$ cat src/rtl/fcmp_pkg.sv
// Shared types for the compare-unit scheduler: op codes, FSM states, datapath width.
package fcmp_pkg;

   localparam int FCMP_W = 32;

   typedef enum logic [1:0] {
      OP_LT = 2'b00,
      OP_GT = 2'b01,
      OP_GE = 2'b10,
      OP_NE = 2'b11
   } op_e;

   typedef enum logic [2:0] {
      IDLE,
      ISSUE1,
      WAIT1,
      ISSUE2,
      WAIT2,
      RESP
   } state_e;

   // Final result of a single-issue op; GE is the inverted less-than.
   function automatic logic first_y(op_e op, logic r1);
      return (op == OP_GE) ? ~r1 : r1;
   endfunction

endpackage

$ cat src/rtl/fcmp_sched_if.sv
// Requester and compare-unit handshake bundle for fcmp_sched.
interface fcmp_sched_if #(
   parameter int NREQ = 4
);
   logic [NREQ-1:0]                         req_valid;
   logic [NREQ-1:0]                         req_ready;
   logic [NREQ-1:0][1:0]                    req_op;
   logic [NREQ-1:0][fcmp_pkg::FCMP_W-1:0]   req_x1;
   logic [NREQ-1:0][fcmp_pkg::FCMP_W-1:0]   req_x2;
   logic [NREQ-1:0]                         rsp_valid;
   logic                                    rsp_y;
   logic [NREQ-1:0]                         rsp_ready;
   logic [fcmp_pkg::FCMP_W-1:0]             cu_x1;
   logic [fcmp_pkg::FCMP_W-1:0]             cu_x2;
   logic                                    cu_ready;
   logic                                    cu_valid;
   logic                                    cu_y;

   modport master (
      output req_valid, req_op, req_x1, req_x2, rsp_ready, cu_valid, cu_y,
      input  req_ready, rsp_valid, rsp_y, cu_x1, cu_x2, cu_ready
   );

   modport slave (
      input  req_valid, req_op, req_x1, req_x2, rsp_ready, cu_valid, cu_y,
      output req_ready, rsp_valid, rsp_y, cu_x1, cu_x2, cu_ready
   );
endinterface

$ cat src/rtl/rr_arb.sv
// Combinational round-robin picker: first requester after ptr, wrapping.
module rr_arb #(
   parameter int NREQ = 4,
   parameter int IDW  = $clog2(NREQ)
) (
   input  logic [NREQ-1:0] req,
   input  logic [IDW-1:0]  ptr,
   output logic [NREQ-1:0] gnt,
   output logic [IDW-1:0]  idx,
   output logic            any
);
   int             k;
   logic [IDW-1:0] kk;

   // Walk offsets from farthest to nearest so the nearest valid request wins.
   always_comb begin
      gnt = '0;
      idx = '0;
      any = 1'b0;
      k   = 0;
      kk  = '0;
      for (int off = NREQ; off >= 1; off--) begin
         k  = (int'(ptr) + off) % NREQ;
         kk = IDW'(k);
         if (req[kk]) begin
            gnt     = '0;
            gnt[kk] = 1'b1;
            idx     = kk;
            any     = 1'b1;
         end
      end
   end
endmodule

$ cat src/rtl/fcmp_sched.sv
// Shares one less-than compare unit among NREQ requesters, building LT/GT/GE/NE
// from one or two issues with swapped operands and optional inversion.
module fcmp_sched
   import fcmp_pkg::*;
#(
   parameter int NREQ = 4,
   parameter int TMO  = 15,
   parameter int IDW  = $clog2(NREQ)
) (
   input  logic        clk,
   input  logic        rstn,
   fcmp_sched_if.slave bus,
   output logic        err
);
   localparam int TW = $clog2(TMO + 1);

   state_e              state_q, state_d;
   logic [IDW-1:0]      rr_ptr_q, rr_ptr_d;
   logic [IDW-1:0]      gnt_q, gnt_d;
   op_e                 op_q, op_d;
   logic [FCMP_W-1:0]   a_q, a_d;
   logic [FCMP_W-1:0]   b_q, b_d;
   logic                y_q, y_d;
   logic                err_q, err_d;
   logic [TW-1:0]       tmo_q, tmo_d;

   logic [NREQ-1:0]     arb_gnt;
   logic [IDW-1:0]      arb_idx;
   logic                arb_any;

   logic [NREQ-1:0]     req_ready;
   logic [NREQ-1:0]     rsp_valid;
   logic                rsp_y;
   logic                cu_ready;
   logic                cap;
   logic                first;

   rr_arb #(
      .NREQ (NREQ),
      .IDW  (IDW)
   ) u_arb (
      .req (bus.req_valid),
      .ptr (rr_ptr_q),
      .gnt (arb_gnt),
      .idx (arb_idx),
      .any (arb_any)
   );

   always_comb begin
      state_d   = state_q;
      rr_ptr_d  = rr_ptr_q;
      gnt_d     = gnt_q;
      op_d      = op_q;
      a_d       = a_q;
      b_d       = b_q;
      y_d       = y_q;
      err_d     = err_q;
      tmo_d     = tmo_q;
      req_ready = '0;
      rsp_valid = '0;
      rsp_y     = 1'b0;
      cu_ready  = 1'b0;
      cap       = 1'b0;
      first     = (state_q == ISSUE1) || (state_q == WAIT1);

      unique case (state_q)
         IDLE: begin
            // Gated by reset so no accept strobe leaks while rstn is held.
            if (arb_any && !rstn) begin
               req_ready = arb_gnt;
               gnt_d     = arb_idx;
               op_d      = op_e'(bus.req_op[arb_idx]);
               if (bus.req_op[arb_idx] == OP_GT) begin
                  a_d = bus.req_x2[arb_idx];
                  b_d = bus.req_x1[arb_idx];
               end else begin
                  a_d = bus.req_x1[arb_idx];
                  b_d = bus.req_x2[arb_idx];
               end
               state_d = ISSUE1;
            end
         end
         ISSUE1, ISSUE2: begin
            cu_ready = 1'b1;
            tmo_d    = '0;
            if (bus.cu_valid) cap = 1'b1;
            else              state_d = (state_q == ISSUE1) ? WAIT1 : WAIT2;
         end
         WAIT1, WAIT2: begin
            if (bus.cu_valid) begin
               cap = 1'b1;
            end else if (tmo_q == TW'(TMO - 1)) begin
               y_d     = 1'b0;
               err_d   = 1'b1;
               state_d = RESP;
            end else begin
               tmo_d = tmo_q + 1'b1;
            end
         end
         RESP: begin
            rsp_valid[gnt_q] = 1'b1;
            rsp_y            = y_q;
            if (bus.rsp_ready[gnt_q]) begin
               rr_ptr_d = gnt_q;
               state_d  = IDLE;
            end
         end
         default: state_d = IDLE;
      endcase

      // NE needs the swapped compare too; y_q then holds r1 until r2 is OR-ed in.
      if (cap) begin
         if (first && op_q == OP_NE) begin
            y_d     = bus.cu_y;
            a_d     = b_q;
            b_d     = a_q;
            state_d = ISSUE2;
         end else if (first) begin
            y_d     = first_y(op_q, bus.cu_y);
            state_d = RESP;
         end else begin
            y_d     = y_q | bus.cu_y;
            state_d = RESP;
         end
      end
   end

   always_ff @(posedge clk or posedge rstn) begin
      if (rstn) begin
         state_q  <= IDLE;
         rr_ptr_q <= IDW'(NREQ - 1);
         gnt_q    <= '0;
         op_q     <= OP_LT;
         a_q      <= '0;
         b_q      <= '0;
         y_q      <= 1'b0;
         err_q    <= 1'b0;
         tmo_q    <= '0;
      end else begin
         state_q  <= state_d;
         rr_ptr_q <= rr_ptr_d;
         gnt_q    <= gnt_d;
         op_q     <= op_d;
         a_q      <= a_d;
         b_q      <= b_d;
         y_q      <= y_d;
         err_q    <= err_d;
         tmo_q    <= tmo_d;
      end
   end

   assign bus.req_ready = req_ready;
   assign bus.rsp_valid = rsp_valid;
   assign bus.rsp_y     = rsp_y;
   assign bus.cu_ready  = cu_ready;
   assign bus.cu_x1     = a_q;
   assign bus.cu_x2     = b_q;
   assign err           = err_q;

endmodule

$ cat src/flat_wrapper.sv
// flat-port wrapper written by rule: the top's interface ports become plain ports
module fcmp_sched_flat import fcmp_pkg::*;
#(
   parameter int NREQ = 4,
   parameter int TMO  = 15,
   parameter int IDW  = $clog2(NREQ)
)
  (clk, rstn, err, bus_req_valid, bus_req_op, bus_req_x1, bus_req_x2, bus_rsp_ready, bus_cu_valid, bus_cu_y, bus_req_ready, bus_rsp_valid, bus_rsp_y, bus_cu_x1, bus_cu_x2, bus_cu_ready);
  fcmp_sched_if #(.NREQ(NREQ)) bus_i ();
  input  logic clk;
  input  logic rstn;
  output logic err;
  input wire logic [$bits(bus_i.req_valid)-1:0] bus_req_valid;
  input wire logic [$bits(bus_i.req_op)-1:0] bus_req_op;
  input wire logic [$bits(bus_i.req_x1)-1:0] bus_req_x1;
  input wire logic [$bits(bus_i.req_x2)-1:0] bus_req_x2;
  input wire logic [$bits(bus_i.rsp_ready)-1:0] bus_rsp_ready;
  input wire logic [$bits(bus_i.cu_valid)-1:0] bus_cu_valid;
  input wire logic [$bits(bus_i.cu_y)-1:0] bus_cu_y;
  output wire logic [$bits(bus_i.req_ready)-1:0] bus_req_ready;
  output wire logic [$bits(bus_i.rsp_valid)-1:0] bus_rsp_valid;
  output wire logic [$bits(bus_i.rsp_y)-1:0] bus_rsp_y;
  output wire logic [$bits(bus_i.cu_x1)-1:0] bus_cu_x1;
  output wire logic [$bits(bus_i.cu_x2)-1:0] bus_cu_x2;
  output wire logic [$bits(bus_i.cu_ready)-1:0] bus_cu_ready;
  assign bus_i.req_valid = bus_req_valid;
  assign bus_i.req_op = bus_req_op;
  assign bus_i.req_x1 = bus_req_x1;
  assign bus_i.req_x2 = bus_req_x2;
  assign bus_i.rsp_ready = bus_rsp_ready;
  assign bus_i.cu_valid = bus_cu_valid;
  assign bus_i.cu_y = bus_cu_y;
  assign bus_req_ready = bus_i.req_ready;
  assign bus_rsp_valid = bus_i.rsp_valid;
  assign bus_rsp_y = bus_i.rsp_y;
  assign bus_cu_x1 = bus_i.cu_x1;
  assign bus_cu_x2 = bus_i.cu_x2;
  assign bus_cu_ready = bus_i.cu_ready;
  fcmp_sched #(.NREQ(NREQ), .TMO(TMO), .IDW(IDW)) u_core (.clk(clk), .rstn(rstn), .bus(bus_i), .err(err));
endmodule
$ cat config.mk
export PLATFORM = sky130hd
export DESIGN_NAME = fcmp_sched_flat
export DESIGN_NICKNAME = d
export VERILOG_FILES = /design/src/rtl/fcmp_pkg.sv /design/src/rtl/fcmp_sched_if.sv /design/src/rtl/rr_arb.sv /design/src/rtl/fcmp_sched.sv /design/src/flat_wrapper.sv
export SDC_FILE = /design/constraint.sdc
export NUM_CORES = 1
export LEC_CHECK = 0
export ABC_AREA = 1
export CORE_MARGIN = 2
export CORE_UTILIZATION = 44
export DETAILED_ROUTE_END_ITERATION = 16
export PLACE_DENSITY = 0.83
export SYNTH_ARGS = -nofsm -noshare
export SYNTH_HDL_FRONTEND = slang
export SYNTH_SLANG_ARGS = --single-unit
$ cat constraint.sdc
create_clock -name clk -period 3.8 [get_ports clk]
set_clock_uncertainty 0.15 [all_clocks]
set_input_delay 0.38 -clock clk [delete_from_list [all_inputs] [get_ports clk]]
set_output_delay 0.38 -clock clk [all_outputs]
set_load 0.03 [all_outputs]
==> impl_metrics.toml, run 1 <==
# flow metrics
[run]
warning_count = 34
cap_viol_max_count = 0

[drt]
final_antenna_net_count = 0
met2RoutedLength_mm = 14.3
met3_length_mm = 1.99
number_of_vias_per_cell = 5.62
via_count = 9635
wirelength_met1_mm = 11.9
drc = 0
detailedRoute.firstIterationViolations = 655
drt_first_pass_iters = 5

[setup_path]
setup.worst_path.end_class = "flip-flop"
worst_path_max_delay_cell = "dfstp_2"
worstPathMaxFanout = 51
crit_chain = "inv_4, ha_1, inv_1, nand3_2, nand2_4, nand2_2, nand3_4, nand2_8, buf_4, nand2_1, nand3_1, nand2_1, nand2_1, nand3_1, a21oi_1"
worst_path_largest_cell_delay_ns = 0.65

[cells_and_area]
n_multi_input_combinational_cell = 989
layout.buffer.nonclock.area_share_pct = 31.2
clockNetworkAreaShare_pct = 2.63
regArea_um2 = 1980
fin_nets = 1766
combGateArea_um2 = 5420
sh_comb_area_pct = 45.9
fillerInstances = 1606
layout.area.top_class = "logic gates"
n_clock_buffer = 13
final.signal_inverter_count = 32
areaGrowthSynthToFinish_pct = 44.4
finish.cell_count_without_fillers = 1714

[cts]
clock_tree_root = "clkbuf_16"
cts_setup_buffers = 0
tritoncts = "yes"
post_cts_resize_count = 0
cts.path.max_buffers = 2
cts-hold-fix-buffers = 0
numCtsBuffers = 9
htree_levels = 3

[die]
chip_area_um2 = 19700

[timing]
setup_repair_after_global_routing_missed_its_margin = "no"
finalSetupViolCount = 0
fin_crit_sh_pct = 91.2
fin_setup_tns_ns = 0

[global_route]
globalRoute.busiestLayer = "met2"
globalRoute.totalOverflow = 0
grt_use_met1_pct = 36.2
grt_pass1_wl_mm = 46.5

[synthesis]
synth-main-ff-cell = "dfrtp_1"
synth_area_leader_cell = "dfrtp_1"
synthDominantCellAreaShare_pct = 23.6
yosysSeqAreaShare_pct = 24.2
ys_cells = 1204

[place]
dpl_cell_area_um2 = 11500
dp_hpwl_mm = 21.0
placement.io_buffers = 350
detailedPlace.worstSlack_ns = 0.392
gp_routability_congestion = 0.906

[pwr]
finalPower_uw = 14000
p_leak_uw = 0.00500

[outcome]
outcome = "finished clean"
-- run 1: logic make-up after synthesis --
logic type | share of synthesized area (%)
adders and majority gates | 1.53
buffers and inverters | 9.75
xor gates and xnor gates | 0.107
AOI/OAI and AO/OA | 12.5
DFF | 24.2
and+or+nand+nor | 51.9
-- run 1: synthesized netlist by cell type, types with 9 or more instances --
master	instances
nand2_1	309
nand3_1	306
a21oi_1	77
ha_1	10
buf_6	16
buf_4	26
a21oi_2	54
inv_1	29
nand3_2	107
nand2_2	9
buf_2	44
o21ai_0	11
nor2_1	73
clkbuf_1	15
dfrtp_1	77
-- run 1: where the power goes --
| group | internal [uW] | switching, uW |
|---|---|---|
| Combinational | 3850 | 7600 |
| Clock | 561 | 350 |
| Sequential | 1270 | 359 |
| Total | 5680 | 8310 |
==> run_1/pdn.png <==
Bar = 50 um. Pins as bars on the die edge.
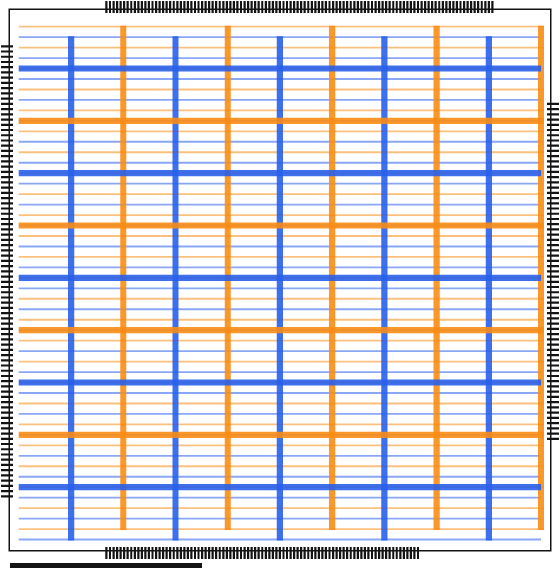
color	net
orange	VDD
blue	VSS
met5 straps	9
rows	49
met4 straps	10
Std-Cell Core Area: 18,100 um2
die boundary height: 140 um
highest ir drop seen on vdd: 1420 uV

==> run_1/cell_classes.png <==
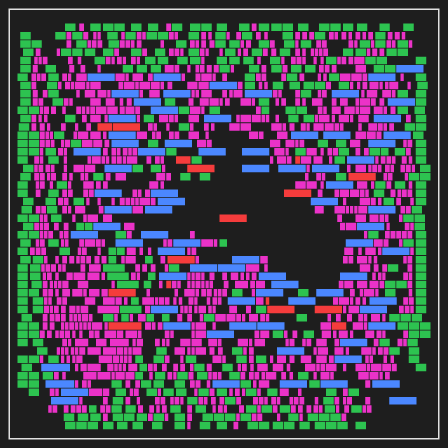
color	class	cells	share of their area
magenta	all other logic	1,021	48%
red	clock drivers and dummy loads	16	2.7%
blue	flops	79	17%
green	other buffers and delay cells	369	32%
fin area: 11,800 um2
count of standard-cell rows: 49
post-layout util: 65.3%
flop share of the area: 16.8%

==> run_1/clock_map.png <==
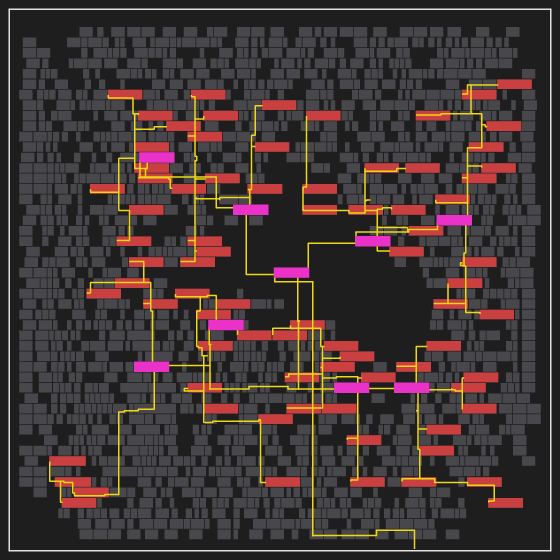
[red] flip-flops | count: 79
[magenta] cells driving clock nets | count: 9
[yellow] clock wires | length: 1,210 um
flops lie	spread over the die
routed clock nets	10
clock share of power: 6.5%
Power Clock: 911 uW

--- run 2 (diff from run 1) ---
ABC_AREA = default   (was 1)
CORE_AREA = 2 2 137 139   (was default)
CORE_MARGIN = default   (was 2)
CORE_UTILIZATION = default   (was 44)
DIE_AREA = 0 0 139 141   (was default)
GPL_TIMING_DRIVEN = 0   (was default)
PLACE_DENSITY = 0.77   (was 0.83)
==> run_2/cell_classes.png <==
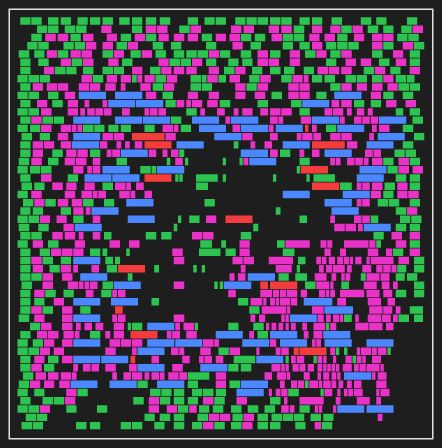
color	class	cells	share of their area
green	other buffers and delay cells	414	36%
red	clock drivers and dummy loads	16	2.9%
blue	flops	79	18%
magenta	all other logic	555	42%
flop share of the area: 17.9%
count of standard-cell rows: 50
post-layout util: 60.7%

==> run_2/pdn.png <==
Bar = 50 um. Pins as bars on the die edge.
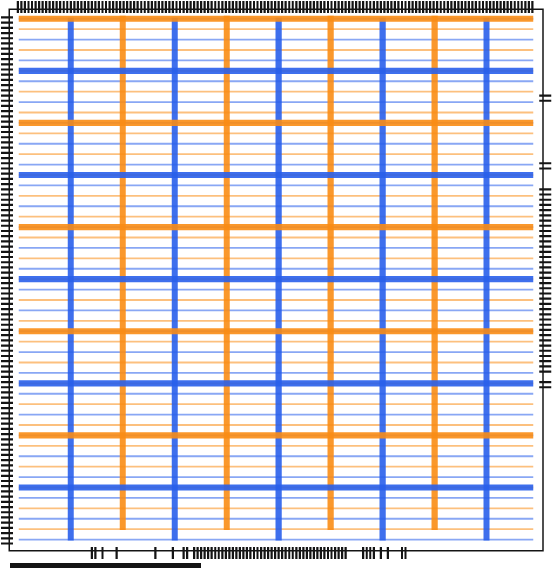
color	net
blue	VSS
orange	VDD
signal pins	351
met5 straps	10
rows	50
Std-Cell Core Area: 18,300 um2
die width: 139 um

==> run_2/metal_stack.png <==
Bar = 50 um.
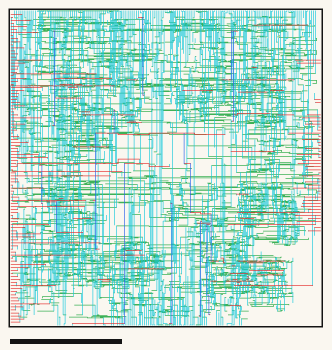
color	layer	wire length
blue	met4	496 um
cyan	met2	14,300 um
green	met1	10,900 um
red	met3	1,710 um
total global-route track usage: 27.2%
total vias in the final route: 7,160

==> run 2 against run 1 <==
Highest routed layer unchanged. Worst setup slack got worse by 0.089 ns. Utilization is 4.6 points lower. Critical endpoint is now u_core.bus.cu_x2[3]. Non-clock buffer count rose by 45. Sequential share of layout area is 1.1 points higher. Largest power group unchanged. Sequential power decreased by 4%. Maximum frequency decreased by 2.5%. Synthesized cell count decreased by 42%. Combinational power down 46%.
==> impl_metrics.toml, run 2 <==
# flow metrics
[timing]
fin_setup_tns_ns = 0
finalSetupViolCount = 0
setup_repair_after_global_routing_missed_its_margin = "no"

[pwr]
clockNetworkPower_uw = 934
total_combinational_power_uw = 6260
power_frac_seq_pct = 17.9
netSwitchingFraction_pct = 47.9
top_power_group = "combinational cells"
ir_worst_vdd_uv = 368
power.internal_uw = 4570
comb_power_share_pct = 71.4
finalPower_uw = 8770
clockPowerShare_pct = 10.6
pg_seq_uw = 1570

[cells_and_area]
n_clock_buffer = 10
fillerInstances = 1605
fin_nets = 1345
layout.buffer.nonclock.area_share_pct = 35.3
n_multi_input_combinational_cell = 549
clockNetworkAreaShare_pct = 2.83

[synthesis]
simple_logic_cell_fraction_of_the_synthesized_area_pct = 5.12
yosysMostFrequentCell = "mux2i_1"
synth-main-ff-cell = "dfrtp_1"
muxShareOfSynthArea_pct = 40.8
synth-adder-area-share_pct = 1.81
synth_area_leader_cell = "mux2i_1"
dominant_combinational_family = "multiplexers"
netlist_top_cells_count = "mux2i_1, dfrtp_1, o21ai_1"
ys_cells = 697
yosys.area_share.aoi_pct = 17.5
synth_area_in_xor_xnor_pct = 0.253
yosysSeqAreaShare_pct = 28.6
synthDominantCellAreaShare_pct = 37.8

[place]
detailedPlace.worstSlack_ns = -0.0700
placement.io_buffers = 349

[cts]
cts_setup_buffers = 0
cts.path.max_buffers = 2
tritoncts = "yes"
clock_tree_root = "clkbuf_16"
cts-hold-fix-buffers = 0
htree_levels = 3

[run]
warning_count = 34
cap_viol_max_count = 0

[global_route]
grt_pass1_wl_mm = 41.6
globalRoute.busiestLayer = "met2"
grt_use_met1_pct = 33.3

[setup_path]
crit_chain = "inv_1, ha_1, buf_2, a21oi_1, a32o_2, buf_6, buf_2, buf_4, mux2i_1, mux2i_1, mux2i_1, o21ai_1"
setup.worst_path.end_class = "flip-flop"
worstPathMaxFanout = 10
worst_path_max_delay_cell = "dfstp_2"

[drt]
drt_first_pass_iters = 6
number_of_vias_per_cell = 5.51
met3_length_mm = 1.71
drc = 0
final_antenna_net_count = 0

[die]
chip_area_um2 = 19600

[outcome]
outcome = "finished clean"
[run 2: what timing repair did]
action                     4_1_cts  5_1_grt
hold endpoints to repair         0        0
gates resized                    4        4
setup endpoints to repair        4        2
[run 2: kinds of logic (layout without fill, tap and decap cells)]
family	after synthesis	after routing
XOR/XNOR	2	2
buffers and inverters	69	436
adder cells (fa/ha/maj)	10	10
other	0	2
AND/OR/NAND/NOR	72	72
flip-flops	79	79
AND-OR/OR-AND	192	192
multiplexers	273	273
[run 2: worst max-delay path: cells and delay by family, from the launching register on]
family,cells,cell delay [ns]
fa+ha+maj,1,0.33
flops,1,0.61
buf+inv,5,1.23
mux,3,0.64
compound gates,3,0.43
No activity file was given, so power comes from the tool's default toggle rates.
